===== config.mk =====
export PLATFORM = sky130hd
export DESIGN_NAME = cla_subtractor_16bit_seq_flat
export DESIGN_NICKNAME = d
export VERILOG_FILES = /design/src/rtl/cla_subtractor_16bit_seq_pkg.sv /design/src/rtl/cla_subtractor_16bit_seq_if.sv /design/src/rtl/cla_subtractor_16bit_seq_slice.sv /design/src/rtl/cla_subtractor_16bit_seq.sv /design/src/flat_wrapper.sv
export SDC_FILE = /design/constraint.sdc
export NUM_CORES = 1
export LEC_CHECK = 0
export CAP_MARGIN = 25
export CORE_MARGIN = 3
export CORE_UTILIZATION = 51
export DETAILED_ROUTE_END_ITERATION = 8
export PLACE_DENSITY = 0.8
export REMOVE_ABC_BUFFERS = 1
export SLEW_MARGIN = 20
export SYNTH_ARGS = -nofsm -noshare
export SYNTH_HDL_FRONTEND = slang
export SYNTH_SLANG_ARGS = --single-unit

===== constraint.sdc =====
create_clock -name clk -period 3.3 [get_ports clk]
set_input_delay 0.66 -clock clk [delete_from_list [all_inputs] [get_ports clk]]
set_output_delay 0.66 -clock clk [all_outputs]
set_load 0.05 [all_outputs]

===== src/rtl/cla_subtractor_16bit_seq_pkg.sv =====
// Shared types and defaults for the nibble-serial CLA subtractor.
// Holds state encodings, size defaults and the overflow helper.
package cla_subtractor_16bit_seq_pkg;

  localparam int PKG_WIDTH  = 16;
  localparam int PKG_SLICE  = 4;
  localparam int PKG_NSLICE = PKG_WIDTH / PKG_SLICE;
  localparam int PKG_IDX_W  = (PKG_NSLICE > 1) ? $clog2(PKG_NSLICE) : 1;

  typedef logic [1:0] state_t;

  localparam state_t ST_IDLE = 2'd0;
  localparam state_t ST_CALC = 2'd1;
  localparam state_t ST_DONE = 2'd2;

  // Signed overflow of a - b: operands differ in sign and the result sign left a's.
  function automatic logic sub_ovf(input logic a_msb, input logic b_msb, input logic d_msb);
    sub_ovf = (a_msb ^ b_msb) & (d_msb ^ a_msb);
  endfunction

endpackage


===== src/rtl/cla_subtractor_16bit_seq_if.sv =====
// Operand/result handshake bundle for the nibble-serial subtractor.
// The master drives operands and out_ready; the slave is the subtractor.
interface cla_subtractor_16bit_seq_if #(
  parameter int WIDTH = 16
);

  logic             in_valid;
  logic             in_ready;
  logic [WIDTH-1:0] A;
  logic [WIDTH-1:0] B;
  logic             Bin;
  logic             out_valid;
  logic             out_ready;
  logic [WIDTH-1:0] D;
  logic             Bout;
  logic             Zero;
  logic             Ovf;

  modport master (
    output in_valid, A, B, Bin, out_ready,
    input  in_ready, out_valid, D, Bout, Zero, Ovf
  );

  modport slave (
    input  in_valid, A, B, Bin, out_ready,
    output in_ready, out_valid, D, Bout, Zero, Ovf
  );

endinterface


===== src/rtl/cla_subtractor_16bit_seq_slice.sv =====
// Combinational 4-bit carry-look-ahead slice computing A + ~B + Cin.
// Carries come from flattened generate/propagate terms rather than a ripple chain.
module cla_sub_slice_4bit (
  input  logic [3:0] A,
  input  logic [3:0] B,
  input  logic       Cin,
  output logic [3:0] S,
  output logic       Cout
);

  logic [3:0] w_bn;
  logic [3:0] w_g;
  logic [3:0] w_p;
  logic       w_c1;
  logic       w_c2;
  logic       w_c3;

  assign w_bn = ~B;
  assign w_g  = A & w_bn;
  assign w_p  = A ^ w_bn;

  assign w_c1 = w_g[0] | (w_p[0] & Cin);
  assign w_c2 = w_g[1] | (w_p[1] & w_g[0]) | (w_p[1] & w_p[0] & Cin);
  assign w_c3 = w_g[2] | (w_p[2] & w_g[1]) | (w_p[2] & w_p[1] & w_g[0])
              | (w_p[2] & w_p[1] & w_p[0] & Cin);
  assign Cout = w_g[3] | (w_p[3] & w_g[2]) | (w_p[3] & w_p[2] & w_g[1])
              | (w_p[3] & w_p[2] & w_p[1] & w_g[0])
              | (w_p[3] & w_p[2] & w_p[1] & w_p[0] & Cin);

  assign S = w_p ^ {w_c3, w_c2, w_c1, Cin};

endmodule


===== src/rtl/cla_subtractor_16bit_seq.sv =====
// Nibble-serial 16-bit subtractor: D = A + ~B + ~Bin, one CLA slice per cycle.
// The carry register links nibbles across cycles; all outputs are registered.
module cla_subtractor_16bit_seq
  import cla_subtractor_16bit_seq_pkg::*;
#(
  parameter int WIDTH = PKG_WIDTH,
  parameter int SLICE = PKG_SLICE
) (
  input  logic                        clk,
  input  logic                        rst,
  cla_subtractor_16bit_seq_if.slave   bus
);

  localparam int NSL = WIDTH / SLICE;
  localparam int IW  = (NSL > 1) ? $clog2(NSL) : 1;

  state_t           r_state;
  logic [WIDTH-1:0] r_a;
  logic [WIDTH-1:0] r_b;
  logic [WIDTH-1:0] r_d;
  logic             r_carry;
  logic [IW-1:0]    r_idx;
  logic             r_bout;
  logic             r_zero;
  logic             r_ovf;
  logic             r_in_ready;
  logic             r_out_valid;

  logic [SLICE-1:0] w_a_nib;
  logic [SLICE-1:0] w_b_nib;
  logic [SLICE-1:0] w_sum;
  logic             w_cout;
  logic [WIDTH-1:0] w_d_next;
  logic             w_last;

  assign w_a_nib = r_a[r_idx*SLICE +: SLICE];
  assign w_b_nib = r_b[r_idx*SLICE +: SLICE];
  assign w_last  = (r_idx == IW'(NSL - 1));

  cla_sub_slice_4bit u_slice (
    .A    (w_a_nib),
    .B    (w_b_nib),
    .Cin  (r_carry),
    .S    (w_sum),
    .Cout (w_cout)
  );

  // Merge this cycle's nibble into the result so flags see the complete word on the last step.
  always_comb begin
    w_d_next = r_d;
    w_d_next[r_idx*SLICE +: SLICE] = w_sum;
  end

  // Handshake FSM plus operand, carry and result registers.
  always_ff @(posedge clk) begin
    if (rst) begin
      r_state     <= ST_IDLE;
      r_a         <= {WIDTH{1'b0}};
      r_b         <= {WIDTH{1'b0}};
      r_d         <= {WIDTH{1'b0}};
      r_carry     <= 1'b0;
      r_idx       <= {IW{1'b0}};
      r_bout      <= 1'b0;
      r_zero      <= 1'b0;
      r_ovf       <= 1'b0;
      r_in_ready  <= 1'b1;
      r_out_valid <= 1'b0;
    end else begin
      case (r_state)
        ST_IDLE: begin
          if (bus.in_valid) begin
            r_a        <= bus.A;
            r_b        <= bus.B;
            r_carry    <= ~bus.Bin;
            r_idx      <= {IW{1'b0}};
            r_in_ready <= 1'b0;
            r_state    <= ST_CALC;
          end else begin
            r_in_ready <= 1'b1;
          end
        end
        ST_CALC: begin
          r_d     <= w_d_next;
          r_carry <= w_cout;
          if (w_last) begin
            // Carry-out of A + ~B + ~Bin is the inverse of the borrow.
            r_bout      <= ~w_cout;
            r_zero      <= (w_d_next == {WIDTH{1'b0}});
            r_ovf       <= sub_ovf(r_a[WIDTH-1], r_b[WIDTH-1], w_d_next[WIDTH-1]);
            r_idx       <= {IW{1'b0}};
            r_out_valid <= 1'b1;
            r_state     <= ST_DONE;
          end else begin
            r_idx <= r_idx + IW'(1);
          end
        end
        ST_DONE: begin
          if (bus.out_ready) begin
            r_out_valid <= 1'b0;
            r_in_ready  <= 1'b1;
            r_state     <= ST_IDLE;
          end else begin
            r_out_valid <= 1'b1;
          end
        end
        default: begin
          r_state     <= ST_IDLE;
          r_in_ready  <= 1'b1;
          r_out_valid <= 1'b0;
        end
      endcase
    end
  end

  assign bus.in_ready  = r_in_ready;
  assign bus.out_valid = r_out_valid;
  assign bus.D         = r_d;
  assign bus.Bout      = r_bout;
  assign bus.Zero      = r_zero;
  assign bus.Ovf       = r_ovf;

endmodule


===== src/flat_wrapper.sv =====
// flat-port wrapper written by rule: the top's interface ports become plain ports
module cla_subtractor_16bit_seq_flat import cla_subtractor_16bit_seq_pkg::*;
#(
  parameter int WIDTH = PKG_WIDTH,
  parameter int SLICE = PKG_SLICE
)
  (clk, rst, bus_in_valid, bus_A, bus_B, bus_Bin, bus_out_ready, bus_in_ready, bus_out_valid, bus_D, bus_Bout, bus_Zero, bus_Ovf);
  cla_subtractor_16bit_seq_if #(.WIDTH(WIDTH)) bus_i ();
  input  logic clk;
  input  logic rst;
  input wire logic [$bits(bus_i.in_valid)-1:0] bus_in_valid;
  input wire logic [$bits(bus_i.A)-1:0] bus_A;
  input wire logic [$bits(bus_i.B)-1:0] bus_B;
  input wire logic [$bits(bus_i.Bin)-1:0] bus_Bin;
  input wire logic [$bits(bus_i.out_ready)-1:0] bus_out_ready;
  output wire logic [$bits(bus_i.in_ready)-1:0] bus_in_ready;
  output wire logic [$bits(bus_i.out_valid)-1:0] bus_out_valid;
  output wire logic [$bits(bus_i.D)-1:0] bus_D;
  output wire logic [$bits(bus_i.Bout)-1:0] bus_Bout;
  output wire logic [$bits(bus_i.Zero)-1:0] bus_Zero;
  output wire logic [$bits(bus_i.Ovf)-1:0] bus_Ovf;
  assign bus_i.in_valid = bus_in_valid;
  assign bus_i.A = bus_A;
  assign bus_i.B = bus_B;
  assign bus_i.Bin = bus_Bin;
  assign bus_i.out_ready = bus_out_ready;
  assign bus_in_ready = bus_i.in_ready;
  assign bus_out_valid = bus_i.out_valid;
  assign bus_D = bus_i.D;
  assign bus_Bout = bus_i.Bout;
  assign bus_Zero = bus_i.Zero;
  assign bus_Ovf = bus_i.Ovf;
  cla_subtractor_16bit_seq #(.WIDTH(WIDTH), .SLICE(SLICE)) u_core (.clk(clk), .rst(rst), .bus(bus_i));
endmodule

==> impl_metrics.json <==
{
  "drv_cap": 0,
  "synthMuxAreaShare_pct": 6.768,
  "setup_viol": 0,
  "yosysCellCount": 328,
  "skew_ps": 9.097,
  "chipArea_mm2": 0.006437,
  "syn_area_per_cell_um2": 8.568,
  "ant_nets": 0,
  "root_buffer": "clkbuf_8",
  "combPwrFrac_pct": 20.6,
  "warning_count": 33,
  "crit_fanout": 16,
  "xor_share_pct": 1.514,
  "cp-end-kind": "register",
  "outcome": "finished, final reports clean",
  "worstSetupStartpointType": "register",
  "io_buffer_count": 57,
  "place_area_mm2": 0.003426,
  "whs_ps": 451.3,
  "cts_setup_buffers": 0,
  "synth_warnings": 0,
  "clockBufferDepth": 2,
  "fillers": 435
}
==> worst paths after layout <==
check                  startpoint         endpoint  slack, ps  cells after the start
setup reg to reg  u_core.r_idx[0]  u_core.bus.Zero        590                      9
hold reg to reg    u_core.r_a[11]   u_core.r_a[11]        450                      2
hold / removal     u_core.r_a[11]   u_core.r_a[11]        450                      2
setup / recovery  u_core.r_idx[0]  u_core.bus.Zero        590                      9
==> registers in the layout, summed over array words and instances (netlist names) <==
register / cells
u_core.bus.D: 16
u_core.r_a: 16
u_core.r_b: 16
u_core.r_idx: 2
u_core.r_state: 2
u_core.bus.Bout: 1
u_core.bus.Ovf: 1
u_core.bus.Zero: 1
u_core.bus.in_ready: 1
u_core.bus.out_valid: 1
u_core.r_carry: 1
==> per-stage QoR <==
step | total power, mW | worst slack [ps]
after CTS | 1.754 | 568.7
after global routing | 1.828 | 328.1
after detailed placement | 1.136 | 576.0
final | 1.750 | 585.5
after floorplan | 1.005 | 508.6
after global placement | 1.125 | 686.2
==> area by class of cell <==
class | instances | area (µm²) | share of cell area (%)
Tap cell | 70 | 87.58 | 2.426
Clock buffer | 12 | 145.1 | 4.019
Sequential cell | 58 | 1161 | 32.16
Timing Repair Buffer | 63 | 610.6 | 16.91
Multi-Input combinational cell | 236 | 1514 | 41.93
Clock inverter | 3 | 40.04 | 1.109
Inverter | 14 | 52.55 | 1.455
==> synthesized netlist by cell type, drive strengths merged <==
library cell | count | share of area (%)
a2111oi | 2 | 0.62
a211o | 4 | 1.3
a211oi | 1 | 0.27
a21oi | 42 | 7.5
a221oi | 1 | 0.31
a22oi | 14 | 3.7
a31oi | 3 | 1.2
a32o | 1 | 0.36
a32oi | 3 | 0.94
and2 | 3 | 0.67
and4bb | 2 | 0.89
buf | 8 | 1.3
clkbuf | 12 | 1.6
dfxtp | 58 | 41
fa | 1 | 0.71
ha | 14 | 6.2
inv | 14 | 1.9
mux2i | 1 | 0.36
mux4 | 8 | 6.4
nand2 | 76 | 10
nand2b | 2 | 0.45
nand3b | 4 | 1.1
nor2 | 27 | 3.6
nor2b | 4 | 0.89
nor3 | 2 | 0.36
nor4 | 4 | 0.89
nor4b | 1 | 0.53
o211ai | 2 | 0.53
o21ai | 3 | 0.53
o221ai | 1 | 0.31
o22ai | 1 | 0.22
o2bb2ai | 1 | 0.31
o31ai | 1 | 0.27
or2 | 2 | 0.53
or3 | 1 | 0.22
xnor2 | 3 | 1.2
xor2 | 1 | 0.31
==> routing by layer <==
metal,track usage [%],up-vias,wire (µm)
li1,-,1246,-
met1,25.23,1143,2703
met2,34.60,66,3026
met3,4.596,13,286
met4,10.47,0,124
met5,0,-,0
==> power by group through the flow <==
stage	sequential [mW]	clock [mW]	combinational [mW]
finish	0.763	0.626	0.361
detailed placement	0.778	0	0.358
floorplan	0.799	0	0.205
global placement	0.777	0	0.348
CTS	0.763	0.631	0.360
global route	0.767	0.661	0.400
==> critical path, stage by stage (launching register included) <==
cell	delay [ps]
dfxtp_1	480
buf_4	280
mux4_2	370
inv_1	100
ha_1	240
a211o_1	330
a31oi_4	200
xnor2_2	210
o21ai_0	150
a32o_1	240
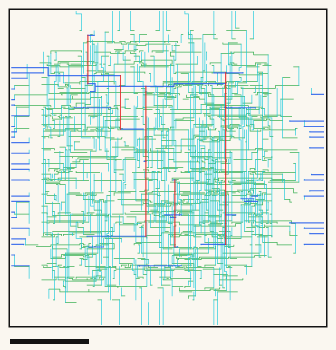
Fig. 1. Metal layers overlaid.
Scale bar: 20 µm.
colour	layer	wire length
red	metal 4	124 µm
cyan	metal 2	3030 µm
blue	metal 3	287 µm
green	metal 1	2700 µm
GRT Util Overall: 20.83%
post-DR wirelength/cell: 13.47 µm
WL final: 6.141 mm

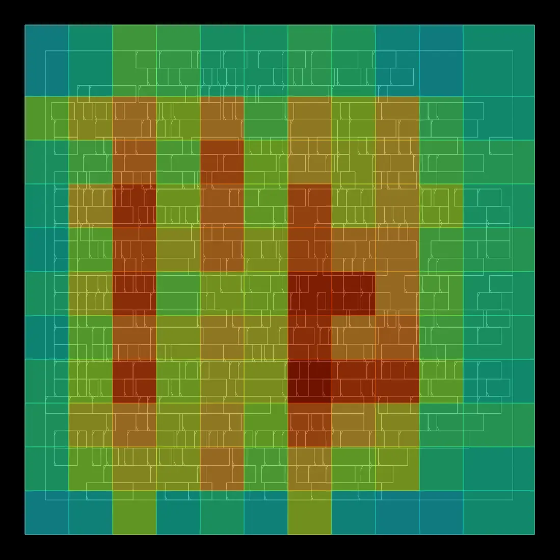
Fig. 2. Routing congestion.
met2 Usage GRT: 34.60%
Final Util: 69.38%
met3 Usage GRT: 4.596%
busiest grt layer: met2

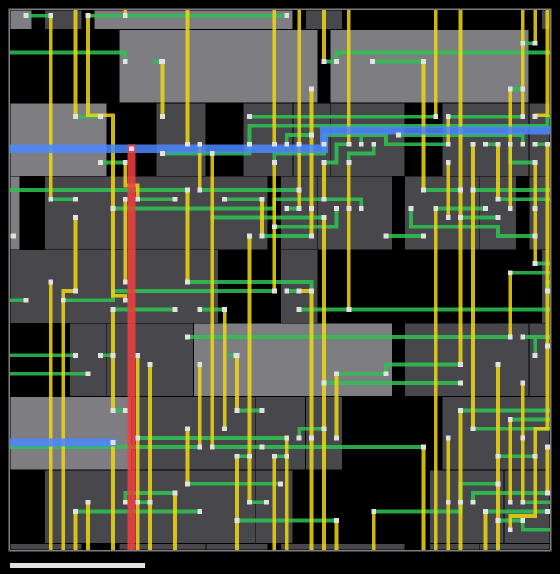
Fig. 3. Zoomed window.
Scale bar: 5 µm. Window x 30 to 50, y 46 to 66 µm. Cells in grey, sequential cells in the stronger grey; small squares are vias.
colour	layer
green	metal 1
blue	metal 3
red	metal 4
yellow	metal 2
cells with their middle in the window	28
most frequent	nand2_1 (6), dfxtp_1 (4)
sequential cells in the window	4

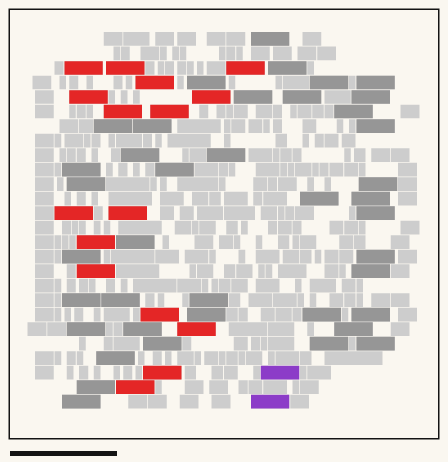
Fig. 4. Where the registers sit.
Scale bar: 20 µm. Other sequential cells in the stronger grey, the rest of the logic in the fainter grey.
colour	signal	sequential cells
purple	u_core.r_state	2
red	u_core.r_b	16
not coloured	40
seq pwr: 763 µW
flop share of the area: 32.16%
register area: 0.001161 mm²

Power figures rest on the tool's default switching activity, not on a simulated workload.
